==> config.mk <==
export PLATFORM = sky130hd
export DESIGN_NAME = issue_scoreboard
export DESIGN_NICKNAME = d
export VERILOG_FILES = /design/src/rtl/issue_scoreboard_pkg.sv /design/src/rtl/issue_scoreboard_muldiv_busy_cnt.sv /design/src/rtl/issue_scoreboard.sv
export SDC_FILE = /design/constraint.sdc
export NUM_CORES = 1
export LEC_CHECK = 0
export ABC_AREA = 1
export CAP_MARGIN = 20
export CORE_ASPECT_RATIO = 1.25
export CORE_MARGIN = 2
export CORE_UTILIZATION = 58
export DETAILED_ROUTE_END_ITERATION = 10
export PLACE_DENSITY = 0.93
export SYNTH_ARGS = -nofsm -noshare
export SYNTH_HDL_FRONTEND = slang
export SYNTH_SLANG_ARGS = --single-unit
==> constraint.sdc <==
create_clock -name clk -period 5.05 [get_ports clk]
set_input_delay 1.01 -clock clk [delete_from_list [all_inputs] [get_ports clk]]
set_output_delay 1.01 -clock clk [all_outputs]
set_load 0.02 [all_outputs]
### Clock wires, drivers and flops, run 1

Bar = 20 microns.
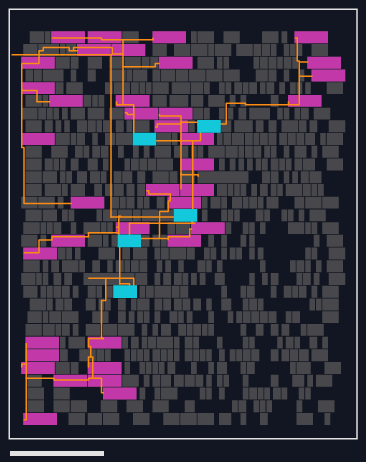
legend:
  clock drivers:
    colour: cyan
    count: 5
  clock wires:
    colour: orange
    length: 520 microns
  flip-flops:
    colour: magenta
    count: 38
routed clock nets: 6
Clk pwr share: 38.1%
skew final: 14.1 ps
clk_lat worst skew: 300 ps
P_clk: 318 uW

### Signal wires on met4, run 1

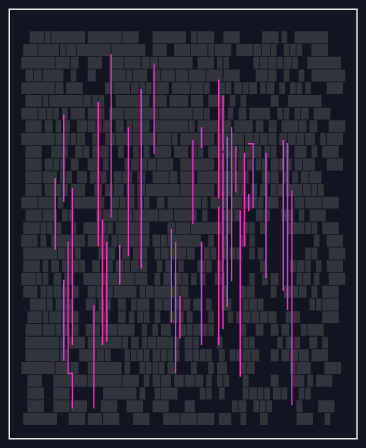
share of all routed wire: 6.6%
main direction: vertical
drt total wl: 12.8 mm
via count: 4327

### Cells coloured by class, run 1

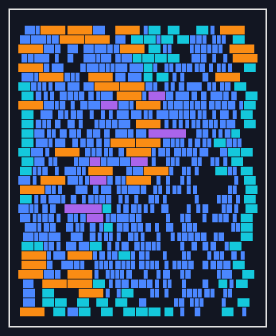
legend:
  remaining buffers and delay cells:
    colour: cyan
    cells: 74
  combinational and other logic:
    colour: blue
    cells: 511
  clock drivers and dummy loads:
    colour: purple
    cells: 8
  sequential cells:
    colour: orange
    cells: 38
# rows: 31
end-of-flow core utilization: 73.7%
Seq area share: 17.6%
final instance area: 4320 sq um

==> job_summary.md, run 1 <==
## Synthesis and layout report

| Metric | Value |
|---|---|
| Worst-path clk slew | `90 ps` |
| Dominant kind of combinational cell | `simple AND/OR/NAND/NOR gates` |
| Max-cap violations | `0` |
| Placer congestion estimate | `1.02` |
| Yosys Chip Area | `~3600 sq um` |
| Post-Syn Area per Cell | `around 6.2 sq um` |
| Peak Freq | `218 MHz` |
| MUX share of area | `0%` |
| Clk sink count | `38` |
| Top cells by area | `dfxtp_1 21%, nand2_1 12%, nand3_1 12%` |
| Period utilization | `between 90% and 100%` |
| Synth area leader | `dfxtp_1` |
| Crit path max-delay family | `buffers and inverters` |
| Area Overhead vs Synth | `21.5%` |
| Vias in the first global route | `4105` |
| Synth top area share | `between 20% and 30%` |
| Switching Power | `265 uW` |
| Initial core utilization | `60.7%` |
| WP depth | `13` |
| Hpwl dp | `9.49 mm` |
| Die Span Y | `91.5 microns` |
| Count of final max-slew check failures | `0` |
| Post-CTS Resized | `0` |
| IO Port Bufs | `65` |
| Reg2Reg Setup Slack | `2500 ps` |
| Layout cell share with drive strength beyond 1 | `between 10% and 20%` |
| Root buffer cell | `clkbuf_8` |
| Crit start category | `input port` |
| Fillers | `540` |
| Hold path cells | `2` |
| Crit path time final | `between 4000 and 5000 ps` |
| CTS tree | `built` |
| XOR Share, Synth | `0.493%` |
| Die W | `74.0 microns` |
| Worst Reg-to-Reg Cells | `13` |
| Actual slew at the worst max-slew pin | `approximately 550 ps` |
| Yosys reg bits | `38` |
| First-pass GRT wire length | `20.3 mm` |
| Pint | `571 uW` |
| CP max stage delay | `700 ps` |
| Ao+oa area frac | `approximately 16%` |
| Synth top cells by count | `116 x nand2_1, 85 x nand3_1, 71 x nor2_1` |
| Worst Path Required | `4040 ps` |
| Grt ovf | `0` |
| Total Neg Setup Slack | `0 ps` |
| GR Util All Layers | `38.9%` |
| Mapped Area | `about 3600 sq um` |
| Crit-path cells | `clkdlybuf4s50_1, buf_4, nand2_1, nand3_1, nand3_1, nand3_1, nand3_1, nand3_1, nand4_2, nand2_4, nand2_4, inv_1, clkdlybuf4s50_1` |
| DRT iter0 DRCs | `~400` |
| Synth Seq Share | `between 20% and 30%` |
| Ant diodes | `0` |
| Pwr per Cell Area | `194 nW/um^2` |
| DRT Pass-1 Iters | `5` |
| Setup Buffers After CTS | `0` |
| # setup viols final | `0` |
| Most frequent CP cell | `nand3_1` |
| Worst-case clock buffer depth | `2` |
| OpenROAD warning count | `27` |
| Count leader, synth | `nand2_1` |
| Synth cell types | `37` |
| Net switching fraction of the power | `31.7%` |
| Max reg flops | `31` |
| CP Data Arrival Time | `3570 ps` |
| Critical path buffer and inverter count | `4` |
| Yosys simple share | `47.8%` |
| Cells after Synth | `~580` |
| Post-route ant nets | `0` |
| Antenna violations before repair | `0` |
| Crit-path max FO | `11` |
| Vias per cell | `6.07` |
| Crit Path Class | `input port to output pin` |
| Placed Instance Area | `4180 sq um` |
| Peak VDD IR | `0.000196 V` |
| Setup repair after global routing missed its margin | `no` |
| IO Pins | `67` |
| H-tree levels | `2` |
| Final Hold Violation Tally | `0` |
| Status | `completed` |
| Synth async-reset ratio | `0%` |
| Min-delay worst type | `register to register` |
| Mapped Nets | `~610` |
| Ys Warns | `0` |
| Post-synth EDFFs | `0` |
| Layout Nets | `663` |
| # hold bufs at CTS | `0` |
| CP Capture Type | `output pin` |
| Gate power share | `about a quarter` |
| Ys flop type | `dfxtp_1` |
| Core region area | `5860 sq um` |
| Adder share | `less than 1%` |
| Reg power frac | `36.5%` |
| DRC viols | `0` |
| Slowest cell on crit path | `clkdlybuf4s50_1` |
| CTS buffer count | `5` |
| Leakage | `approximately 1.6 nW` |
| Largest net degree at the start of global routing | `35` |
| Die area | `6770 sq um` |
| Routed WL per cell | `17.9 microns` |
| Slew HR | `63.3%` |
| Yosys Instances | `576` |
run 1: power by group through the flow:
stage	sequential [mW]	combinational (mW)	clock (mW)
3_5_place_dp	0.312	0.208	0
2_1_floorplan	0.312	0.160	0
3_3_place_gp	0.312	0.202	0
5_1_grt	0.306	0.231	0.326
4_1_cts	0.305	0.208	0.317
6_report	0.305	0.213	0.318
run 1: per-stage QoR:
step | total power [mW] | setup slack (ps) | std cells | hold WS, ps
5_1_grt | 0.863 | 314 | 713 | 564
6_report | 0.837 | 469 | 713 | 543
3_3_place_gp | 0.514 | 558 | 705 | 519
2_1_floorplan | 0.472 | 1710 | 576 | 510
4_1_cts | 0.831 | 492 | 713 | 542
3_5_place_dp | 0.520 | 505 | 705 | 530
run 1: worst min-delay path: stages, from the launching register on:
cell and delay [ps]:
dfxtp_1 340, o21ai_0 100, a21oi_2 60
run 1: area by class of cell:
type,instances,area [sq um],area share [%]
clock buffers,5,68.8,1.59
flip-flops and latches,38,761,17.6
repair buffers,74,718,16.6
inverters,76,293,6.78
well taps,82,103,2.38
multi-input cells,435,2310,53.4
clock inverters,3,68.8,1.59
run 1: cell usage in the layout, fill, tap and decap left out, types with 2 or more instances in the layout:
cell	n
nand2_4	2
nand2_1	116
clkdlybuf4s50_1	65
inv_2	5
clkinv_1	3
buf_4	9
nand3_2	31
nor2_2	2
bufinv_16	2
nor2_1	71
a21oi_2	29
o211ai_1	5
inv_1	66
nor4_1	9
clkbuf_8	5
ha_1	2
nor3_1	12
nand2_2	3
a21oi_1	11
or2_2	2
nand4_1	8
nand3_1	85
dfxtp_1	38
o21ai_0	38
run 1: layer usage:
metal  GRT usage [%]  part of all wire, %  vias to the layer above
met3            7.66                   10                       73
met4            23.2                  6.6                        0
met5               0                    0                        -
met2            61.6                   48                      316
li1                -                    -                     2008
met1            47.5                   35                     1930
==> inputs of run 2 (changes only) <==
- CORE_UTILIZATION: 58 -> 53
- PLACE_DENSITY: 0.93 -> 0.86
- clock period: 5.05 -> 4.55 ns (I/O delays scaled with it)
### Clock wires, drivers and flops, run 2

Bar = 20 microns.
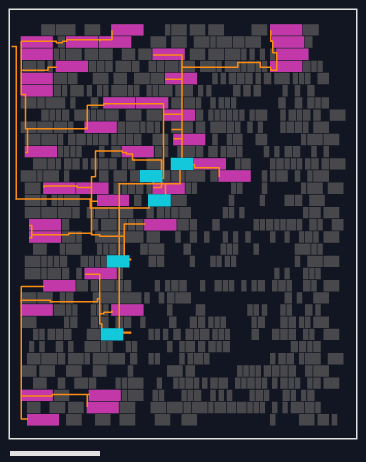
legend:
  clock drivers:
    colour: cyan
    count: 5
  clock wires:
    colour: orange
    length: 540 microns
  flip-flops:
    colour: magenta
    count: 38
routed clock nets: 6
skew final: 7.03 ps
P_clk: 365 uW

### Signal wires on met4, run 2

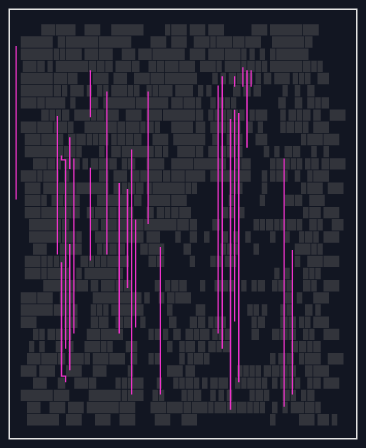
nets with wire on the layer: 27
main direction: vertical
via count: 4287
drt total wl: 13.4 mm

==> job_summary.md, run 2 <==
## Synthesis and layout report

| Metric | Value |
|---|---|
| Slew HR | `63.0% (-0.31 points)` |
| CTS buffer count | `5 (unchanged)` |
| Clk_lat worst skew | `300 ps (about the same)` |
| Synth async-reset ratio | `0% (unchanged)` |
| DRT Pass-1 Iters | `6 (+1)` |
| Count leader, synth | `nand2_1` |
| Met3 Use GR | `4.73% (-2.9 points)` |
| Layout Nets | `662 (-0.15%)` |
| Hpwl dp | `10.0 mm (+5.5%)` |
| Actual slew at the worst max-slew pin | `555 ps (+4.67 ps)` |
| Pwr per Cell Area | `217 nW/um^2 (+12%)` |
| Ant diodes | `0 (unchanged)` |
| Synth top cells by count | `116 x nand2_1, 85 x nand3_1, 71 x nor2_1` |
| Setup repair after global routing missed its margin | `no` |
| Most numerous logic cell after layout | `nand2_1` |
| Placed Instance Area | `4180 sq um (about the same)` |
| Yosys Chip Area | `3550 sq um (unchanged)` |
| Final Non-Filler Cells | `717 (+0.56%)` |
| Area Overhead vs Synth | `21.7% (about the same)` |
| Fillers | `613 (+14%)` |
| # setup viols final | `0 (unchanged)` |
| Post-Syn Area per Cell | `6.17 sq um (unchanged)` |
| Largest net degree at the start of global routing | `35 (unchanged)` |
| Max-cap violations | `0 (unchanged)` |
| # hold bufs at CTS | `0 (unchanged)` |
| Pwr Total | `940 uW (+12%)` |
| Post-route ant nets | `0 (unchanged)` |
| Post-CTS Resized | `0 (unchanged)` |
| Mapped Nets | `609 (unchanged)` |
| Hold path cells | `2 (unchanged)` |
| Most crowded layer after global routing | `met2` |
| Synth cell types | `37 (unchanged)` |
| Gate power share | `25.1% (-0.4 points)` |
| Switching Power | `292 uW (+10%)` |
| Clk sink count | `38 (unchanged)` |
| Net switching fraction of the power | `31.1% (-0.61 points)` |
| Worst Reg-to-Reg Cells | `13 (unchanged)` |
| Synth Seq Share | `21.4% (unchanged)` |
| CTS tree | `built` |
| H-tree levels | `2 (unchanged)` |
| Clk pwr share | `38.8% (+0.7 points)` |
| Final WS setup | `232 ps (-237 ps)` |
| DRT iter0 DRCs | `431 (+7.2%)` |
| Placed Cells | `709 (+0.57%)` |
| IO Port Bufs | `65 (unchanged)` |
| CP Data Arrival Time | `3410 ps (-160 ps)` |
| # rows | `33 (+6.5%)` |
| Max reg flops | `31 (unchanged)` |
| Reg2Reg Setup Slack | `2030 ps (-470 ps)` |
| GR Util met1 | `42.8% (-4.6 points)` |
| Crit start category | `input port` |
| Total Neg Setup Slack | `0 ps (unchanged)` |
| Reg power frac | `36.0% (-0.5 points)` |
| Vias per cell | `5.98 (-1.5%)` |
| Yosys Instances | `576 (unchanged)` |
| Setup Slack @ Placement | `277 ps (-228 ps)` |
| Die area | `7380 sq um (+9.0%)` |
| Grt ovf | `0 (unchanged)` |
| Worst-case clock buffer depth | `2 (unchanged)` |
| Met2 Use GR | `61.9% (+0.28 points)` |
| IO Pins | `67 (unchanged)` |
| Count of final max-slew check failures | `0 (unchanged)` |
| Layout cell share with drive strength beyond 1 | `15.1% (-0.13 points)` |
| Most frequent cells in the layout | `116 x nand2_1, 85 x nand3_1, 71 x nor2_1` |
| Min-delay worst type | `register to register` |
| Worst Path Required | `3640 ps (-400 ps)` |
| Pint | `648 uW (+13%)` |
| Synth top area share | `21.4% (unchanged)` |
| First-pass GRT wire length | `20.6 mm (+1.7%)` |
| Antenna violations before repair | `0 (unchanged)` |
| Placer congestion estimate | `0.959 (-6.1%)` |
| CP Capture Type | `output pin` |
| Final Hold Violation Tally | `0 (unchanged)` |
| GR Util All Layers | `36.1% (-2.8 points)` |
| Yosys reg bits | `38 (unchanged)` |
| Worst-path clk slew | `80 ps (about the same)` |
| Crit Path Class | `input port to output pin` |
| Cells after Synth | `576 (unchanged)` |
| Synth area leader | `dfxtp_1` |
| Peak VDD IR | `0.000151 V (-23%)` |
| Die W | `77.2 microns (+4.4%)` |
| WHS | `570 ps (+26.9 ps)` |
| DRC viols | `0 (unchanged)` |
| Routed WL per cell | `18.7 microns (+4.3%)` |
| OpenROAD warning count | `27 (unchanged)` |
| Final instance area | `4320 sq um (about the same)` |
| Leakage | `1.64 nW (-0.11%)` |
| Top cells by area | `dfxtp_1 21%, nand2_1 12%, nand3_1 12%` |
| Mapped Area | `3550 sq um (unchanged)` |
| Initial core utilization | `54.5% (-6.2 points)` |
| Setup Buffers After CTS | `0 (unchanged)` |
| Post-synth EDFFs | `0 (unchanged)` |
| Status | `completed` |
| Crit path time final | `4320 ps` |
| End-of-flow core utilization | `66.3% (-7.5 points)` |
| Die Span Y | `95.5 microns (+4.4%)` |
| Crit-path max FO | `8 (-3)` |
| Core region area | `6520 sq um (+11%)` |
| Vias in the first global route | `4027 (-1.9%)` |
| Root buffer cell | `clkbuf_8` |
| Peak Freq | `232 MHz` |
| Ys flop type | `dfxtp_1` |
| Period utilization | `94.9%` |
| Ys Warns | `0 (unchanged)` |
## run 2: layout make-up
type	instances	area (sq um)	share of cell area [%]
flip-flops and latches	38	761	17.6
well taps	87	109	2.52
repair buffers	73	711	16.4
clock buffers	6	82.6	1.91
clock inverters	2	60.1	1.39
multi-input cells	435	2310	53.4
inverters	76	293	6.77
## run 2: critical path, stage by stage
cell,delay (ps)
clkdlybuf4s50_1,570
nor2_1,460
nand2_1,90
nand2_1,70
nor2_1,40
nor2_1,70
nand2_1,60
nand3_1,90
nand3_2,120
nand4_2,120
nand2_4,80
nand2_4,120
inv_1,60
clkdlybuf4s50_1,530
## run 2: routing by layer
| layer | wire length, microns | vias up | part of all wire [%] |
|---|---|---|---|
| met3 | 1030 | 59 | 7.7 |
| met4 | 871 | 0 | 6.5 |
| met2 | 6380 | 266 | 48 |
| met5 | 0 | - | 0 |
| met1 | 5140 | 1962 | 38 |
| li1 | - | 2000 | - |
## run 2: power groups by stage
stage	combinational, mW	clock, mW	sequential, mW
after floorplan	0.178	0	0.347
after global placement	0.228	0	0.346
after detailed placement	0.231	0	0.346
after CTS	0.232	0.362	0.339
after global routing	0.256	0.375	0.339
final	0.236	0.365	0.339
## run 2: kinds of logic (layout without fill, tap and decap cells)
kind of cell	count (synthesis)	after routing	synth area share, %
AND-OR/OR-AND	86	86	15.7
XOR/XNOR	2	2	0.493
adder cells (fa/ha/maj)	2	2	0.704
buffers and inverters	103	157	13.8
flip-flops	38	38	21.4
other	1	1	0.106
AND/OR/NAND/NOR	344	344	47.8
Power and IR drop assume default switching activity.
